$ cat src/rtl/ula_mc.sv
// Multi-cycle WIDTH-bit ALU for the MIPS EX stage: single-cycle logic/arith ops plus a
// WIDTH-cycle shift-add multiply into hi/lo. Define ULA_SIGNED_MULT_EN for a two's-complement multiply.
module ula_mc #(
  parameter int WIDTH = 32
) (
  input  logic             clk,
  input  logic             reset,
  input  logic             start,
  input  logic             mult,
  input  logic [2:0]       ULAcontrole,
  input  logic [WIDTH-1:0] a,
  input  logic [WIDTH-1:0] b,
  output logic [WIDTH-1:0] ULAsaida,
  output logic             zero,
  output logic             cout,
  output logic             overflow,
  output logic [WIDTH-1:0] hi,
  output logic [WIDTH-1:0] lo,
  output logic             busy,
  output logic             done
);

  localparam int CNTW = $clog2(WIDTH) + 1;

  typedef enum logic [0:0] {IDLE = 1'b0, MUL = 1'b1} state_t;

  state_t             state_r, state_nxt_s;
  logic [CNTW-1:0]    cnt_r;
  logic [WIDTH-1:0]   mcand_r, mplier_r, acc_r;
  logic [WIDTH-1:0]   saida_r, hi_r, lo_r;
  logic               zero_r, cout_r, ovf_r, busy_r, done_r;

  logic               accept_s, cnt_last_s, sub_s, ovf_add_s;
  logic [WIDTH-1:0]   bop_s, res_s, opa_s, opb_s;
  logic [WIDTH:0]     ext_s, add_s;
  logic [2*WIDTH-1:0] prod_s, final_s;
  logic               res_cout_s, res_ovf_s;

`ifdef ULA_SIGNED_MULT_EN
  logic               neg_r;
`endif

  assign accept_s   = start & ~busy_r;
  assign cnt_last_s = (cnt_r == CNTW'(WIDTH - 1));

  // Shared adder for ADD/SUB/SLT; SUB and SLT add ~b with carry-in 1.
  always_comb begin
    sub_s     = ULAcontrole[2] & ULAcontrole[1];
    bop_s     = sub_s ? ~b : b;
    ext_s     = {1'b0, a} + {1'b0, bop_s} + {{WIDTH{1'b0}}, sub_s};
    ovf_add_s = (a[WIDTH-1] == bop_s[WIDTH-1]) & (ext_s[WIDTH-1] != a[WIDTH-1]);
  end

  // Result selection by operation code.
  always_comb begin
    res_s      = {WIDTH{1'b0}};
    res_cout_s = 1'b0;
    res_ovf_s  = 1'b0;
    case (ULAcontrole)
      3'b000: res_s = a & b;
      3'b001: res_s = a | b;
      3'b011: res_s = ~(a | b);
      3'b101: res_s = a ^ b;
      3'b010, 3'b110: begin
        res_s      = ext_s[WIDTH-1:0];
        res_cout_s = ext_s[WIDTH];
        res_ovf_s  = ovf_add_s;
      end
      3'b111: begin
        res_s      = {{(WIDTH-1){1'b0}}, ext_s[WIDTH-1] ^ ovf_add_s};
        res_cout_s = ext_s[WIDTH];
        res_ovf_s  = ovf_add_s;
      end
      default: begin
        res_s      = {WIDTH{1'b0}};
        res_cout_s = 1'b0;
        res_ovf_s  = 1'b0;
      end
    endcase
  end

  // One shift-add step: {acc, multiplier} shifts right with the conditional add folded in.
  always_comb begin
    add_s  = {1'b0, acc_r} + (mplier_r[0] ? {1'b0, mcand_r} : {(WIDTH+1){1'b0}});
    prod_s = {add_s, mplier_r[WIDTH-1:1]};
`ifdef ULA_SIGNED_MULT_EN
    opa_s   = a[WIDTH-1] ? (~a + {{(WIDTH-1){1'b0}}, 1'b1}) : a;
    opb_s   = b[WIDTH-1] ? (~b + {{(WIDTH-1){1'b0}}, 1'b1}) : b;
    final_s = neg_r ? (~prod_s + {{(2*WIDTH-1){1'b0}}, 1'b1}) : prod_s;
`else
    opa_s   = a;
    opb_s   = b;
    final_s = prod_s;
`endif
  end

  // FSM state register.
  always_ff @(posedge clk) begin
    if (reset) state_r <= IDLE;
    else       state_r <= state_nxt_s;
  end

  // FSM next-state logic.
  always_comb begin
    state_nxt_s = state_r;
    case (state_r)
      IDLE: begin
        if (accept_s && mult) state_nxt_s = MUL;
        else                  state_nxt_s = IDLE;
      end
      MUL: begin
        if (cnt_last_s) state_nxt_s = IDLE;
        else            state_nxt_s = MUL;
      end
      default: state_nxt_s = IDLE;
    endcase
  end

  // Datapath registers: ALU results, multiplier iteration and handshake flags.
  always_ff @(posedge clk) begin
    if (reset) begin
      cnt_r    <= {CNTW{1'b0}};
      mcand_r  <= {WIDTH{1'b0}};
      mplier_r <= {WIDTH{1'b0}};
      acc_r    <= {WIDTH{1'b0}};
      saida_r  <= {WIDTH{1'b0}};
      hi_r     <= {WIDTH{1'b0}};
      lo_r     <= {WIDTH{1'b0}};
      zero_r   <= 1'b0;
      cout_r   <= 1'b0;
      ovf_r    <= 1'b0;
      busy_r   <= 1'b0;
      done_r   <= 1'b0;
`ifdef ULA_SIGNED_MULT_EN
      neg_r    <= 1'b0;
`endif
    end else begin
      done_r <= 1'b0;
      if (accept_s && mult) begin
        mcand_r  <= opa_s;
        mplier_r <= opb_s;
        acc_r    <= {WIDTH{1'b0}};
        cnt_r    <= {CNTW{1'b0}};
        busy_r   <= 1'b1;
`ifdef ULA_SIGNED_MULT_EN
        neg_r    <= a[WIDTH-1] ^ b[WIDTH-1];
`endif
      end else if (accept_s) begin
        saida_r <= res_s;
        zero_r  <= (res_s == {WIDTH{1'b0}});
        cout_r  <= res_cout_s;
        ovf_r   <= res_ovf_s;
        done_r  <= 1'b1;
      end else if (state_r == MUL) begin
        acc_r    <= prod_s[2*WIDTH-1:WIDTH];
        mplier_r <= prod_s[WIDTH-1:0];
        if (cnt_last_s) begin
          hi_r   <= final_s[2*WIDTH-1:WIDTH];
          lo_r   <= final_s[WIDTH-1:0];
          cnt_r  <= {CNTW{1'b0}};
          busy_r <= 1'b0;
          done_r <= 1'b1;
        end else begin
          cnt_r  <= cnt_r + {{(CNTW-1){1'b0}}, 1'b1};
        end
      end
    end
  end

  assign ULAsaida = saida_r;
  assign zero     = zero_r;
  assign cout     = cout_r;
  assign overflow = ovf_r;
  assign hi       = hi_r;
  assign lo       = lo_r;
  assign busy     = busy_r;
  assign done     = done_r;

endmodule

$ cat config.mk
export PLATFORM = sky130hd
export DESIGN_NAME = ula_mc
export DESIGN_NICKNAME = d
export VERILOG_FILES = /design/src/rtl/ula_mc.sv
export SDC_FILE = /design/constraint.sdc
export NUM_CORES = 1
export LEC_CHECK = 0
export ABC_AREA = 0
export ABC_CLOCK_PERIOD_IN_PS = 5310
export CORE_AREA = 5 5 172 174
export DETAILED_ROUTE_END_ITERATION = 8
export DIE_AREA = 0 0 177 179
export PLACE_DENSITY_LB_ADDON = 0.15
export SYNTH_ARGS = -nofsm -noshare
export SYNTH_HDL_FRONTEND = slang
export SYNTH_SLANG_ARGS = --single-unit
$ cat constraint.sdc
create_clock -name clk -period 5.31 [get_ports clk]
set_input_delay 1.062 -clock clk [delete_from_list [all_inputs] [get_ports clk]]
set_output_delay 1.062 -clock clk [all_outputs]
set_load 0.02 [all_outputs]
==> images/layer_met1.png <==
The bar under the picture is 50 microns long.
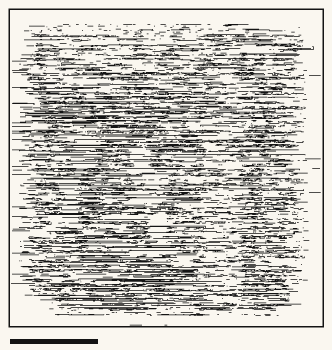
longest straight run	57.5 microns
share of all routed wire	43%
nets with wire on the layer	2058
main direction	horizontal
wire length on this layer	19500 microns
total via count after detailed routing: 13900
overall routed net length: 45100 microns
routing usage on met1: 35.8%

==> images/layer_met2.png <==
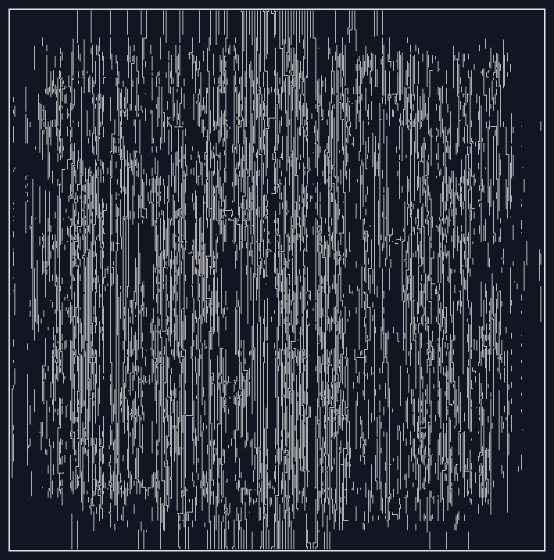
wire length on this layer	21.6 mm
longest straight run	70.4 microns
share of all routed wire	48%
main direction	vertical
met2 usage: 47.1%

==> images/layer_met3.png <==
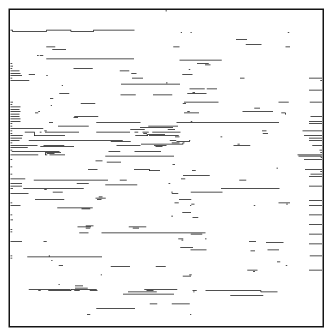
main direction	horizontal
share of all routed wire	4.7%
met3 Usage GRT: 2.78%

==> images/layer_met4.png <==
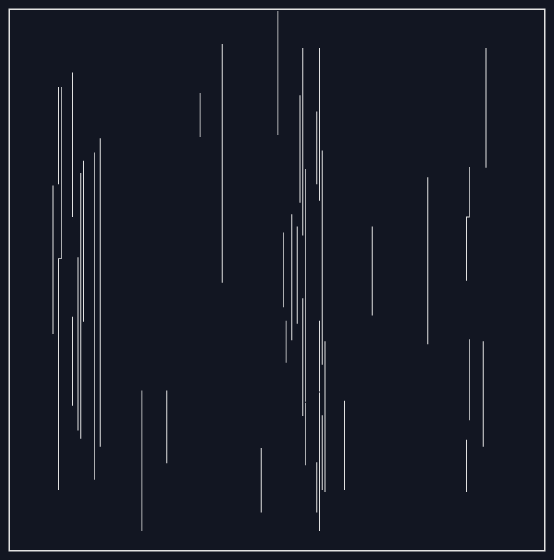
share of all routed wire	4.1%
wire length on this layer	1840 microns
longest straight run	108 microns
nets with wire on the layer	30
main direction	vertical

## synth_stat cells, types with 13 or more instances
cell type                    n  share of area, %
sky130_fd_sc_hd__nand2_1   348               9.5
sky130_fd_sc_hd__a21oi_1   206               7.5
sky130_fd_sc_hd__dfxtp_1   204                30
sky130_fd_sc_hd__nor2_1    192               5.2
sky130_fd_sc_hd__ha_1      129                12
sky130_fd_sc_hd__clkbuf_1  103               2.8
sky130_fd_sc_hd__inv_1      88               2.4
sky130_fd_sc_hd__a211oi_1   60               3.3
sky130_fd_sc_hd__xnor2_1    57               3.6
sky130_fd_sc_hd__o21ai_0    44               1.6
sky130_fd_sc_hd__and2_1     36               1.6
sky130_fd_sc_hd__a311oi_1   34               2.2
sky130_fd_sc_hd__nand3_1    32               1.2
sky130_fd_sc_hd__nor3_1     25              0.91
sky130_fd_sc_hd__a31oi_1    23               1.0
sky130_fd_sc_hd__a21o_1     22               1.2
sky130_fd_sc_hd__buf_1      20              0.55
sky130_fd_sc_hd__nand2b_1   20              0.91
sky130_fd_sc_hd__nand4_1    20              0.91
sky130_fd_sc_hd__xor2_1     19               1.2
sky130_fd_sc_hd__a221oi_1   16               1.0
sky130_fd_sc_hd__o21a_1     13              0.71
## registers in the layout (all words and copies together) (netlist names), 6 cells and up
register	flops
ULAsaida	32
acc_r	32
hi	32
lo	32
mcand_r	32
mplier_r	32
cnt_r	6
## layout make-up
class | count | area (sq um) | share of cell area, %
sequential | 204 | 4080 | 24.2
inverter | 88 | 330 | 1.96
clock buffer | 34 | 698 | 4.13
clock inverter | 5 | 86.3 | 0.511
timing repair buffer | 255 | 2330 | 13.8
tap | 378 | 473 | 2.80
multi-input combinational | 1444 | 8880 | 52.6
antenna | 1 | 2.50 | 0.0148
==> ci_impl_report.md <==
### Flow metrics

| Metric | Value |
|---|---|
| Pre-Repair DR Iteration Count | `5` |
| Reg power frac | `37.5%` |
| Vias in the first global route | `around 13000` |
| TritonCTS sink count | `204` |
| # setup viols final | `0` |
| Share of cell area taken by muxes after synthesis | `around 1.0%` |
| Cell depth of the worst setup path | `14` |
| Leading cell type in the layout, fill and taps excluded | `sky130_fd_sc_hd__nand2_1` |
| Syn_area_per_cell | `7.39 sq um` |
| Share of the cycle needed by the critical path after routing | `roughly 93%` |
| Tally of non-filler cells in the final layout | `2409` |
| Final hold violation count | `0` |
| Internal portion of total power | `0.00302 W` |
| Share of total power consumed by net switching | `a little under a third` |
| Number of cells in the yosys synthesis report | `roughly 1900` |
| Final-report max-slew violation count | `0` |
| Tool Warnings | `slightly below 60` |
| Run status | `finished, final reports clean` |
| Post-detailed-route via-to-cell ratio | `5.75` |
| Maximum ir drop on the vdd rail | `about 0.20 mV` |
| Final standard cell utilization of the core | `about three fifths` |
| Cell seen most often among critical-path stages | `sky130_fd_sc_hd__xnor2_1` |
| AND/OR/NAND/NOR Cells, Area Fraction | `about a quarter` |
| Total cell area reported by yosys after synthesis | `roughly 0.014 sq mm` |
| Initial drt markers | `912` |
| F_max | `between 200 and 250 MHz` |
| Clk slew on worst S/H paths | `0.06 ns` |
| Combined buffer and inverter count along the critical path | `1` |
| Leakage component of the power | `slightly below 7 nW` |
| Worst hold margin | `0.448 ns` |
| Most used flip-flop cell after synthesis | `sky130_fd_sc_hd__dfxtp_1` |
| Area fraction in compound gates after synthesis | `a little under a quarter` |
| Type of element capturing the critical path | `flop` |
| TritonCTS clock tree | `yes` |
| H-Tree Level Count | `1` |
| Height of the die | `roughly 180 microns` |
| Count of library flops with an enable pin | `0` |
| Cells along the critical path | `clkdlybuf4s50_1 > nand2_2 > xnor2_1 > fa_1 > a21o_1 > a221oi_4 > xnor2_1 > a221oi_1 > nand4_1 > or3_1 > or4_1 > nor4_1 > and4_1 > a41o_1` |
| FP Util | `between 40% and 50%` |
| Width of the chip | `approximately 180 microns` |
| Post-CTS sizing | `0` |
| TritonCTS buffer count | `24` |
| Power dissipated by switching net loads | `about 0.0013 W` |
| CP Launch Point | `ULAcontrole[2]` |
| Post-detailed-placement cell area | `0.0161 sq mm` |
| GP Congestion | `between 0.9 and 1` |
| Startpoint Class | `input pin` |
| Syn nets | `roughly 2100` |
Power figures rest on the tool's default switching activity, not on a simulated workload.
